--- src/rtl/bnn_window_ctrl.sv ---
// rtl/bnn_window_ctrl.sv - sequencer for the shift-register window buffer feeding the BNN XNOR/popcount stage
//
// Purpose:
//   Accepts a valid/ready sample stream, decides when the external window
//   buffer shifts, tracks fill level / stride / frame length, and presents
//   each complete window downstream with a valid/ready handshake.
//
// Ports:
//   clk, rst          - clock (rising edge), synchronous active-high reset
//   start             - one-cycle frame start pulse, honoured only in IDLE
//   in_valid/in_data  - upstream sample stream
//   in_ready          - controller accepts a sample this cycle
//   buf_shift/buf_din - shift enable and data into the external window buffer
//   buf_window        - concatenated window read back from the buffer
//   win_valid/win_data/win_ready - window handoff to the consumer
//   busy              - high in every state except IDLE
//   frame_done        - one-cycle pulse at frame end
//   win_count         - windows handed off in the current or last frame
//
// Optional feature:
//   BNN_WINDOW_CTRL_FLUSH_EN - when defined, frame end passes through a FLUSH
//   state that shifts LENGTH zeros into the buffer before DONE.

module bnn_window_ctrl #(
  parameter int WIDTH     = 5,
  parameter int LENGTH    = 5,
  parameter int STRIDE    = 1,
  parameter int FRAME_LEN = 8,
  parameter int CNT_W     = 16
) (
  input  logic                      clk,
  input  logic                      rst,
  input  logic                      start,
  input  logic                      in_valid,
  input  logic [WIDTH-1:0]          in_data,
  output logic                      in_ready,
  output logic                      buf_shift,
  output logic [WIDTH-1:0]          buf_din,
  input  logic [WIDTH*LENGTH-1:0]   buf_window,
  output logic                      win_valid,
  output logic [WIDTH*LENGTH-1:0]   win_data,
  input  logic                      win_ready,
  output logic                      busy,
  output logic                      frame_done,
  output logic [CNT_W-1:0]          win_count
);

  localparam logic [CNT_W-1:0] CNT_ONE = CNT_W'(1);
  localparam logic [CNT_W-1:0] LEN_C   = CNT_W'(LENGTH);
  localparam logic [CNT_W-1:0] STR_C   = CNT_W'(STRIDE);
  localparam logic [CNT_W-1:0] FRM_C   = CNT_W'(FRAME_LEN);

`ifdef BNN_WINDOW_CTRL_FLUSH_EN
  typedef enum logic [2:0] {IDLE, FILL, STREAM, HOLD, FLUSH, DONE} state_t;
`else
  typedef enum logic [2:0] {IDLE, FILL, STREAM, HOLD, DONE} state_t;
`endif

  state_t state, next_state, end_state;

  logic [CNT_W-1:0] fill_cnt;
  logic [CNT_W-1:0] sample_cnt;
  logic [CNT_W-1:0] stride_cnt;
  logic             accept;
  logic             win_hit;

`ifdef BNN_WINDOW_CTRL_FLUSH_EN
  logic [CNT_W-1:0] flush_cnt;
`endif

  // Next-state and output decode
  always_comb begin
    next_state = state;
    in_ready   = 1'b0;
    buf_shift  = 1'b0;
    buf_din    = '0;
    win_valid  = 1'b0;
    win_data   = '0;
    busy       = 1'b1;
    frame_done = 1'b0;
    accept     = 1'b0;
    win_hit    = 1'b0;
`ifdef BNN_WINDOW_CTRL_FLUSH_EN
    end_state  = FLUSH;
`else
    end_state  = DONE;
`endif

    case (state)
      IDLE: begin
        busy = 1'b0;
        if (start) next_state = FILL;
      end

      FILL, STREAM: begin
        in_ready = 1'b1;
        accept   = in_valid;
        // The first window waits for a full buffer; later ones for STRIDE new samples.
        win_hit  = (state == FILL) ? (fill_cnt == LEN_C - CNT_ONE)
                                   : (stride_cnt == STR_C - CNT_ONE);
        if (accept) begin
          buf_shift = 1'b1;
          buf_din   = in_data;
          if (win_hit)
            next_state = HOLD;
          else if (sample_cnt == FRM_C - CNT_ONE)
            next_state = end_state;  // tail samples that never complete a window
        end
      end

      HOLD: begin
        // Buffer is frozen here, so the pass-through window stays stable.
        win_valid = 1'b1;
        win_data  = buf_window;
        if (win_ready)
          next_state = (sample_cnt == FRM_C) ? end_state : STREAM;
      end

`ifdef BNN_WINDOW_CTRL_FLUSH_EN
      FLUSH: begin
        buf_shift = 1'b1;  // buf_din stays 0: shifts zeros through every stage
        if (flush_cnt == LEN_C - CNT_ONE) next_state = DONE;
      end
`endif

      DONE: begin
        frame_done = 1'b1;
        next_state = IDLE;
      end

      default: next_state = IDLE;
    endcase
  end

  // State register and counters
  always_ff @(posedge clk) begin
    if (rst) begin
      state      <= IDLE;
      fill_cnt   <= '0;
      sample_cnt <= '0;
      stride_cnt <= '0;
      win_count  <= '0;
`ifdef BNN_WINDOW_CTRL_FLUSH_EN
      flush_cnt  <= '0;
`endif
    end else begin
      state <= next_state;

      if (state == IDLE && start) begin
        fill_cnt   <= '0;
        sample_cnt <= '0;
        stride_cnt <= '0;
        win_count  <= '0;
      end

      if (accept) begin
        sample_cnt <= sample_cnt + CNT_ONE;
        stride_cnt <= stride_cnt + CNT_ONE;
        if (fill_cnt != LEN_C) fill_cnt <= fill_cnt + CNT_ONE;
      end

      // Stride is measured from the window just presented.
      if (state != HOLD && next_state == HOLD) stride_cnt <= '0;

      if (state == HOLD && win_ready) win_count <= win_count + CNT_ONE;

`ifdef BNN_WINDOW_CTRL_FLUSH_EN
      if (state == FLUSH) flush_cnt <= flush_cnt + CNT_ONE;
      else                flush_cnt <= '0;
`endif
    end
  end

endmodule

--- config.mk ---
export PLATFORM = sky130hd
export DESIGN_NAME = bnn_window_ctrl
export DESIGN_NICKNAME = d
export VERILOG_FILES = /design/src/rtl/bnn_window_ctrl.sv
export SDC_FILE = /design/constraint.sdc
export NUM_CORES = 1
export LEC_CHECK = 0
export CORE_MARGIN = 1
export CORE_UTILIZATION = 37
export CTS_BUF_LIST = sky130_fd_sc_hd__clkbuf_4 sky130_fd_sc_hd__clkbuf_8
export DETAILED_ROUTE_END_ITERATION = 8
export SLEW_MARGIN = 20
export SYNTH_ARGS = -nofsm -noshare
export SYNTH_HDL_FRONTEND = slang
export SYNTH_SLANG_ARGS = --single-unit
--- constraint.sdc ---
create_clock -name clk -period 2.32 [get_ports clk]
set_clock_uncertainty 0.2 [all_clocks]
set_input_delay 0.464 -clock clk [delete_from_list [all_inputs] [get_ports clk]]
set_output_delay 0.464 -clock clk [all_outputs]
set_load 0.01 [all_outputs]
run_1/placed.png
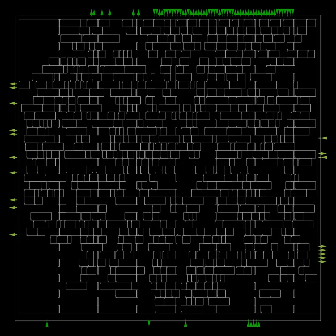
core area: 10800 µm²
final design utilization: 52.6%

run_1/port_trees.png
Drawn at 4 px/µm.
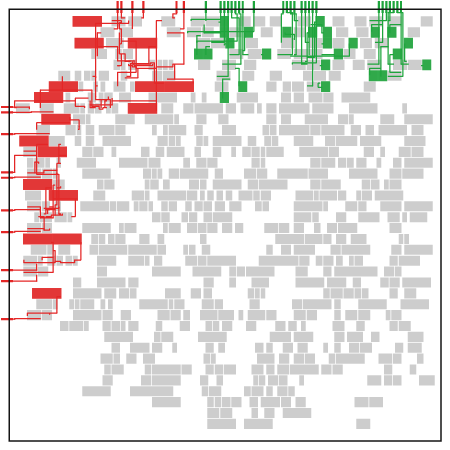
Key: win_count = red [direction output, end cells 16, wire 581 µm]; buf_window = green [direction input, end cells 25, wire 448 µm]

==> Flow_metrics.wiki, run 1 <==
=== Synthesis and place and route ===
{| class="wikitable"
! Metric !! Value
|-
| Status || complete, no violations
|-
| Most used standard cells in the synthesized netlist || dfxtp_1 (67), nor2_1 (33), a21oi_1 (30)
|-
| Total clock sinks || 67
|-
| Worst reg2reg path depth || 5
|-
| Detailed-route wire length per cell || 15.7 µm
|-
| Share of post-route cells with drive strength above 1 || 19.5%
|-
| Synth Flop Type || dfxtp_1
|-
| DR vias || 4283
|-
| Maximum vdd ir drop || 0.301 mV
|-
| Setup slack of the most critical reg-to-reg path || 0.07 ns
|-
| Layout fillers || 1035
|-
| Main area contributors || dfxtp_1 (33%), and2_1 (3.9%), a21oi_1 (3.6%)
|-
| Num CTS Buffers || 9
|-
| Number of H-tree branching levels || 3
|-
| Final critical delay including setup and external delays || 2.25 ns
|-
| Summed negative setup slack over all endpoints || 0 ns
|-
| Number of warnings the tools reported || 31
|-
| Final-report hold violation count || 0
|-
| Yosys top cell by instances || dfxtp_1
|-
| Number of remaining DRC errors || 0
|-
| CP max FO || 26
|-
| Total die area || 11600 µm²
|-
| Area share of the largest cell type after synthesis || 32.5%
|-
| Number of max-cap violations || 0
|-
| PnR Total Power || 2.90 mW
|-
| Start point of the critical path || state[2]
|-
| Fin nets || 659
|-
| Clock input transition at the sequential cells of the worst setup and hold paths || 0.07 ns
|-
| Post-synthesis chip area from yosys || 4120 µm²
|-
| Placement Setup Slack || -0.409 ns
|-
| Worst Setup Start Kind || flop
|-
| Worst path required time || 1.66 ns
|-
| Die width || 108 µm
|-
| P_leak || 2.15 nW
|-
| PD cells || 508 nW/µm²
|-
| Global-route wire length before repair || 19200 µm
|-
| Avg Cell Area, Syn || 8.28 µm²
|-
| Clock latency at the later pin of the worst-skew pair || 0.35 ns
|-
| Syn nets || 541
|-
| Crit Path Class || reg2out
|-
| Number of buffers added on ports || 85
|-
| Post-synth tally of flip-flops with integrated enable || 0
|-
| Reg2Reg Capture Point || fill_cnt[2]
|-
| Slew @ Worst Pin || 0.660 ns
|-
| Placed cell area || 5470 µm²
|-
| Remaining global-route overflow || 0
|-
| Ys cells || 498
|-
| Mean number of vias per cell || 5.64
|-
| Tcrit/Tclk final || 97.1%
|-
| Setup slack of the critical path after layout || 0.0676 ns
|-
| Gpl congestion || 0.798
|-
| Synth-to-Final Area Change || 38.3%
|-
| Unrepaired setup endpoints after global routing || false
|-
| Placed insts || 744
|-
| Cell type with the highest aggregate area in the netlist || dfxtp_1
|-
| Kind of end point of the critical path || output pin
|-
| Iteration count of the initial detailed-routing pass || 5
|-
| Number of non-filler instances in the completed layout || 760
|-
| GRT Overall Usage || 21.0%
|-
| # diodes || 0
|-
| Maximum clock insertion buffer count || 2
|-
| Die Height || 108 µm
|-
| Worst hold path type || reg2reg
|-
| Max-slew violation count || 0
|-
| Number of antenna violations at the first check in global routing || 0
|-
| Count of nets left with antenna violations after detail routing || 0
|-
| Startpoint of the tightest hold check path || fill_cnt[15]
|-
| Data arrival time at the worst-slack endpoint || 1.59 ns
|-
| Count of state elements after synthesis || 67
|-
| Final setup fails || 0
|-
| Netlist cell types || 57
|-
| Vias in the first global route || 3917
|-
| Post-synth ARST share || 0%
|-
| TritonCTS clock tree || built
|-
| Fmax || 0.444 GHz
|-
| Synthesis Warnings || 0
|-
| Relative slew margins || 55.6%
|-
| Most common cell after layout, fill and taps aside || dfxtp_1
|-
| DR iter-0 viols || 251
|-
| DRT Wirelength || 12000 µm
|-
| Most used cells in the layout excluding fill and tap cells || dfxtp_1 (64), buf_4 (51), clkdlybuf4s50_1 (48), nor2_1 (33)
|-
| Starting Density || 38.0%
|-
| Start of the worst register-to-register path || fill_cnt[3]
|-
| HPWL after detailed placement || 8640 µm
|-
| Hold_ws || 0.296 ns
|-
| Largest net degree at the start of global routing || 33
|-
| Ports || 86
|-
| Post-synthesis cell area || 4120 µm²
|}
run_1/clock_wires.png
Drawn at 2 px/µm.
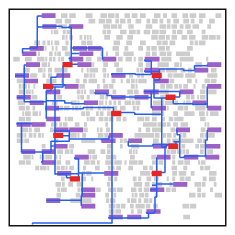
Key: flip-flops = purple [count 67]; clock-net drivers = red [count 9]; clock wires = blue [length 971 µm]
Position of the flops: all over the die. There are 10 routed clock nets.

run_1/class_map.png
Drawn at 2 px/µm.
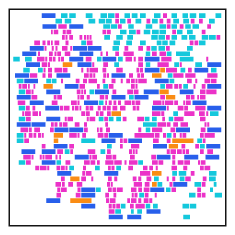
Key: remaining logic cells = magenta [cells 397, share of their area 49%]; clock drivers and dummy loads = orange [cells 15, share of their area 4.0%]; registers = blue [cells 67, share of their area 24%]; remaining buffers and delay cells = cyan [cells 141, share of their area 23%]
Core Rows: 38
flop share of the area: 23.6%
cell area after layout: 5700 µm²

-- run 1: per-layer routing --
metal	wire length, µm	GRT usage, %	vias up	share of wire [%]
li1	-	-	2141	-
met1	5640	26.8	2049	47
met2	5810	35.3	82	49
met3	341	3.21	11	2.9
met4	176	7.93	0	1.5
met5	0	0	-	0
-- run 1: worst max-delay path, cell delays in order (launching register included) --
cell,delay [ns]
dfxtp_2,0.39
and3b_2,0.25
buf_12,0.15
and2_1,0.15
dlygate4sd2_1,0.29
-- run 1: report_power, final --
group	leakage [nW]	total [mW]	internal (mW)	switching, mW
Sequential	0.541	1.18	1.16	0.0154
Combinational	1.51	0.625	0.266	0.358
Clock	0.105	1.10	0.641	0.455
-- run 1: area by class of cell --
cell class / count / area [µm²] / share of cell area [%]
clock buffers: 11 / 145 / 2.55
clock inverters: 4 / 75.1 / 1.32
inverters: 16 / 60.1 / 1.05
multi-input cells: 381 / 2620 / 46.0
flip-flops and latches: 67 / 1350 / 23.6
well taps: 140 / 175 / 3.07
repair buffers: 141 / 1280 / 22.4
-- run 1: cell families (layout without fill, tap and decap cells) --
kind of cell               Yosys count  after routing  share of synthesized area [%]
adders and majority gates            8              8                           2.43
buffers and inverters               50            172                           4.98
xor gates and xnor gates             7              7                           1.49
AOI/OAI and AO/OA                  113            113                           21.0
muxes                               10             10                           2.67
and+or+nand+nor                    243            243                           34.9
DFF                                 67             67                           32.5
-- run 1: sequential cells by signal, indices dropped and copies added (netlist names) --
register / count
sample_cnt: 16
fill_cnt: 16
stride_cnt: 16
win_count: 16
state: 3
-- run 1: repair_timing --
item | CTS | global route
cloned | 0 | 0
endpoints found under the setup margin | 50 | 19
hold buffers | 0 | 0
buffers inserted | 1 | 0
gates resized | 50 | 8
run_1/ff_map.png
Drawn at 2 px/µm. Other sequential cells in the stronger grey, the rest of the logic in the fainter grey.
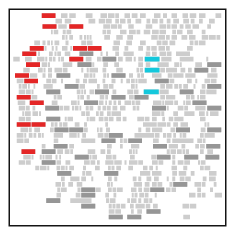

--- run 2 (diff from run 1) ---
--- a/config.mk
+++ b/config.mk
@@ -9,6 +9,7 @@
 export CORE_UTILIZATION = 37
 export CTS_BUF_LIST = sky130_fd_sc_hd__clkbuf_4 sky130_fd_sc_hd__clkbuf_8
 export DETAILED_ROUTE_END_ITERATION = 8
+export RECOVER_POWER = 50
 export SLEW_MARGIN = 20
 export SYNTH_ARGS = -nofsm -noshare
 export SYNTH_HDL_FRONTEND = slang
==> constraint.sdc (replaced) <==
create_clock -name clk -period 2.15 [get_ports clk]
set_clock_uncertainty 0.2 [all_clocks]
set_input_delay 0.43 -clock clk [delete_from_list [all_inputs] [get_ports clk]]
set_output_delay 0.43 -clock clk [all_outputs]
set_load 0.01 [all_outputs]
run_2/ff_map.png
Drawn at 2 px/µm. Other sequential cells in the stronger grey, the rest of the logic in the fainter grey.
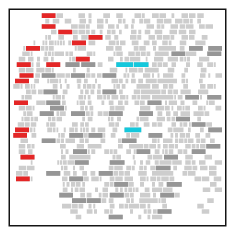
Key: state = cyan [sequential cells 3]; win_count = red [sequential cells 16]
Another 48 sequential cells are not coloured.

run_2/clock_wires.png
Drawn at 2 px/µm.
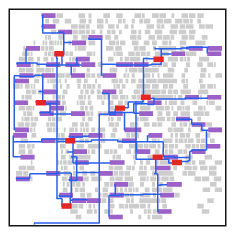
Key: clock-net drivers = red [count 9]; flip-flops = purple [count 67]; clock wires = blue [length 1060 µm]
Position of the flops: all over the die. There are 10 routed clock nets.

run_2/placed.png
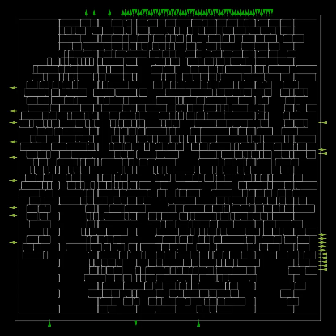
flop share of the area: 22.1%
sequential cells: 67
tap cells: 140
number of non-filler instances in the completed layout: 796
final design utilization: 56.6%

==> Flow_metrics.wiki, run 2 <==
=== Synthesis and place and route ===
{| class="wikitable"
! Metric !! Value
|-
| Switching share of power || 28.3% (-0.26 points)
|-
| Placed cell area || 5700 µm² (+4.2%)
|-
| Number of remaining DRC errors || 0 (unchanged)
|-
| Max-slew violation count || 0 (unchanged)
|-
| Aoi share || 21.0% (unchanged)
|-
| Cell area after layout || 6140 µm² (+7.6%)
|-
| Final critical delay including setup and external delays || 2.23 ns
|-
| Mean number of vias per cell || 5.61 (-0.53%)
|-
| Iteration count of the initial detailed-routing pass || 5 (unchanged)
|-
| Start point of the critical path || fill_cnt[3]
|-
| Post-synth tally of flip-flops with integrated enable || 0 (unchanged)
|-
| Num CTS Buffers || 9 (unchanged)
|-
| Number of warnings the tools reported || 33 (+6.5%)
|-
| Relative slew margins || 66.4% (+11 points)
|-
| Reg2Reg Capture Point || stride_cnt[6]
|-
| Die Height || 108 µm (unchanged)
|-
| Setup slack of the critical path after layout || -0.0765 ns (-0.144 ns)
|-
| Core Rows || 38 (unchanged)
|-
| Ports || 86 (unchanged)
|-
| Remaining global-route overflow || 0 (unchanged)
|-
| Tcrit/Tclk final || 104%
|-
| Synthesis Warnings || 0 (unchanged)
|-
| Post-route met1 wirelength || 5840 µm (+3.7%)
|-
| Final-report hold violation count || 0 (unchanged)
|-
| Combinational fraction of design power || 22.7% (+1.1 points)
|-
| Met2 Wirelength || 6280 µm (+8.1%)
|-
| DR vias || 4462 (+4.2%)
|-
| GRT Overall Usage || 22.3% (+1.3 points)
|-
| Crit Path Class || reg2reg
|-
| Number of max-cap violations || 0 (unchanged)
|-
| Synth-to-Final Area Change || 48.9%
|-
| P_leak || 2.34 nW (+8.9%)
|-
| Maximum clock insertion buffer count || 2 (unchanged)
|-
| Total met3 wirelength after detailed routing || 381 µm (+12%)
|-
| Number of antenna violations at the first check in global routing || 0 (unchanged)
|-
| Final setup fails || 24 (+24)
|-
| Adder-Cell Fraction of Synth Area || 2.43% (unchanged)
|-
| Basic-gate share of the synthesized area counting and, or, nand and nor cells || 34.9% (unchanged)
|-
| Global-route wire length before repair || 20300 µm (+5.7%)
|-
| # diodes || 0 (unchanged)
|-
| Combinational group power || 0.762 mW (+22%)
|-
| DRT Wirelength || 12700 µm (+6.2%)
|-
| Number of H-tree branching levels || 3 (unchanged)
|-
| Share of post-route cells with drive strength above 1 || 32.5% (+13 points)
|-
| Start of the worst register-to-register path || fill_cnt[3]
|-
| Kind of end point of the critical path || flop
|-
| Post-synthesis chip area from yosys || 4120 µm² (unchanged)
|-
| Slew @ Worst Pin || 0.500 ns (-0.160 ns)
|-
| PD cells || 547 nW/µm² (+7.7%)
|-
| Violated checks || negative setup slack
|-
| Total die area || 11600 µm² (unchanged)
|-
| Ys cells || 498 (unchanged)
|-
| Main area contributors || dfxtp_1 (33%), and2_1 (3.9%), a21oi_1 (3.6%)
|-
| Net Sw Power || 0.952 mW (+15%)
|-
| CTS Hold Bufs || 0 (unchanged)
|-
| Global routing met2 resource utilization || 36.4% (+1.1 points)
|-
| Cell type with the highest aggregate area in the netlist || dfxtp_1
|-
| Worst reg2reg path depth || 5 (unchanged)
|-
| GRT met1 Usage || 28.6% (+1.8 points)
|-
| CP max FO || 16 (-38%)
|-
| Area share of the largest cell type after synthesis || 32.5% (unchanged)
|-
| Setup slack of the most critical reg-to-reg path || -0.08 ns (-0.14 ns)
|-
| Maximum vdd ir drop || 0.426 mV (+42%)
|-
| Placement Setup Slack || -0.512 ns (-0.103 ns)
|-
| Most used cells in the layout excluding fill and tap cells || buf_4 (71), dfxtp_1 (60), clkdlybuf4s50_1 (34), nor2_1 (33), a21oi_1 (28)
|-
| Count of nets left with antenna violations after detail routing || 0 (unchanged)
|-
| Most common cell after layout, fill and taps aside || buf_4
|-
| Number of buffers added on ports || 85 (unchanged)
|-
| Avg Cell Area, Syn || 8.28 µm² (unchanged)
|-
| Syn nets || 541 (unchanged)
|-
| PnR Total Power || 3.36 mW (+16%)
|-
| Highest Signal Layer || met4
|-
| Post-synthesis cell area || 4120 µm² (unchanged)
|-
| Data arrival time at the worst-slack endpoint || 2.27 ns (+0.68 ns)
|-
| Fmax || 0.449 GHz
|-
| Status || finished with violations
|-
| Post-synth ARST share || 0% (unchanged)
|-
| HPWL after detailed placement || 9040 µm (+4.6%)
|-
| Met3 GRT Util || 3.75% (+0.54 points)
|-
| Layout fillers || 1000 (-3.4%)
|-
| Clock input transition at the sequential cells of the worst setup and hold paths || 0.08 ns (about the same)
|-
| Worst Setup Start Kind || flop
|-
| Unrepaired setup endpoints after global routing || true
|}
[run 2: what timing repair did]
item,4_1_cts,5_1_grt
setup buffers,8,1
pin swaps,7,12
hold endpoints to repair,0,0
gates resized,164,40
gates cloned,1,2
endpoints found under the setup margin,65,49
[run 2: metrics by stage]
| step | util (%) | setup TNS [ns] | instances |
|---|---|---|---|
| floorplan | - | -1.54 | 498 |
| global placement | 52.6 | -17.74 | 770 |
| detailed placement | 52.6 | -18.55 | 770 |
| CTS | 55.5 | -1.69 | 795 |
| global route | 56.6 | -3.05 | 796 |
| finish | 56.6 | -1.28 | 796 |
[run 2: cell type report]
class | instances | area [µm²] | area share (%)
well taps | 140 | 175 | 2.85
repair buffers | 176 | 1540 | 25.1
clock buffers | 11 | 145 | 2.36
inverters | 16 | 60.1 | 0.979
clock inverters | 5 | 100 | 1.63
multi-input cells | 381 | 2760 | 45.0
flip-flops and latches | 67 | 1360 | 22.1
[run 2: critical path, cell delays in order (launching register included)]
cell      delay (ns)
dfxtp_2         0.32
or4b_4          0.55
or4_4           0.59
o32ai_4         0.15
buf_12          0.21
a221oi_1        0.09
[run 2: worst min path at each step]
stage / end / cells past startpoint / slack, ns / start
6_report: fill_cnt[10] / 2 / 0.30 / rst
5_1_grt: fill_cnt[12] / 2 / 0.30 / rst
4_1_cts: fill_cnt[8] / 2 / 0.29 / rst
3_5_place_dp: fill_cnt[15] / 2 / 0.30 / fill_cnt[15]
3_3_place_gp: fill_cnt[15] / 2 / 0.29 / fill_cnt[15]
2_1_floorplan: fill_cnt[15] / 2 / 0.24 / fill_cnt[15]
Power is estimated from default activity; no workload was simulated.
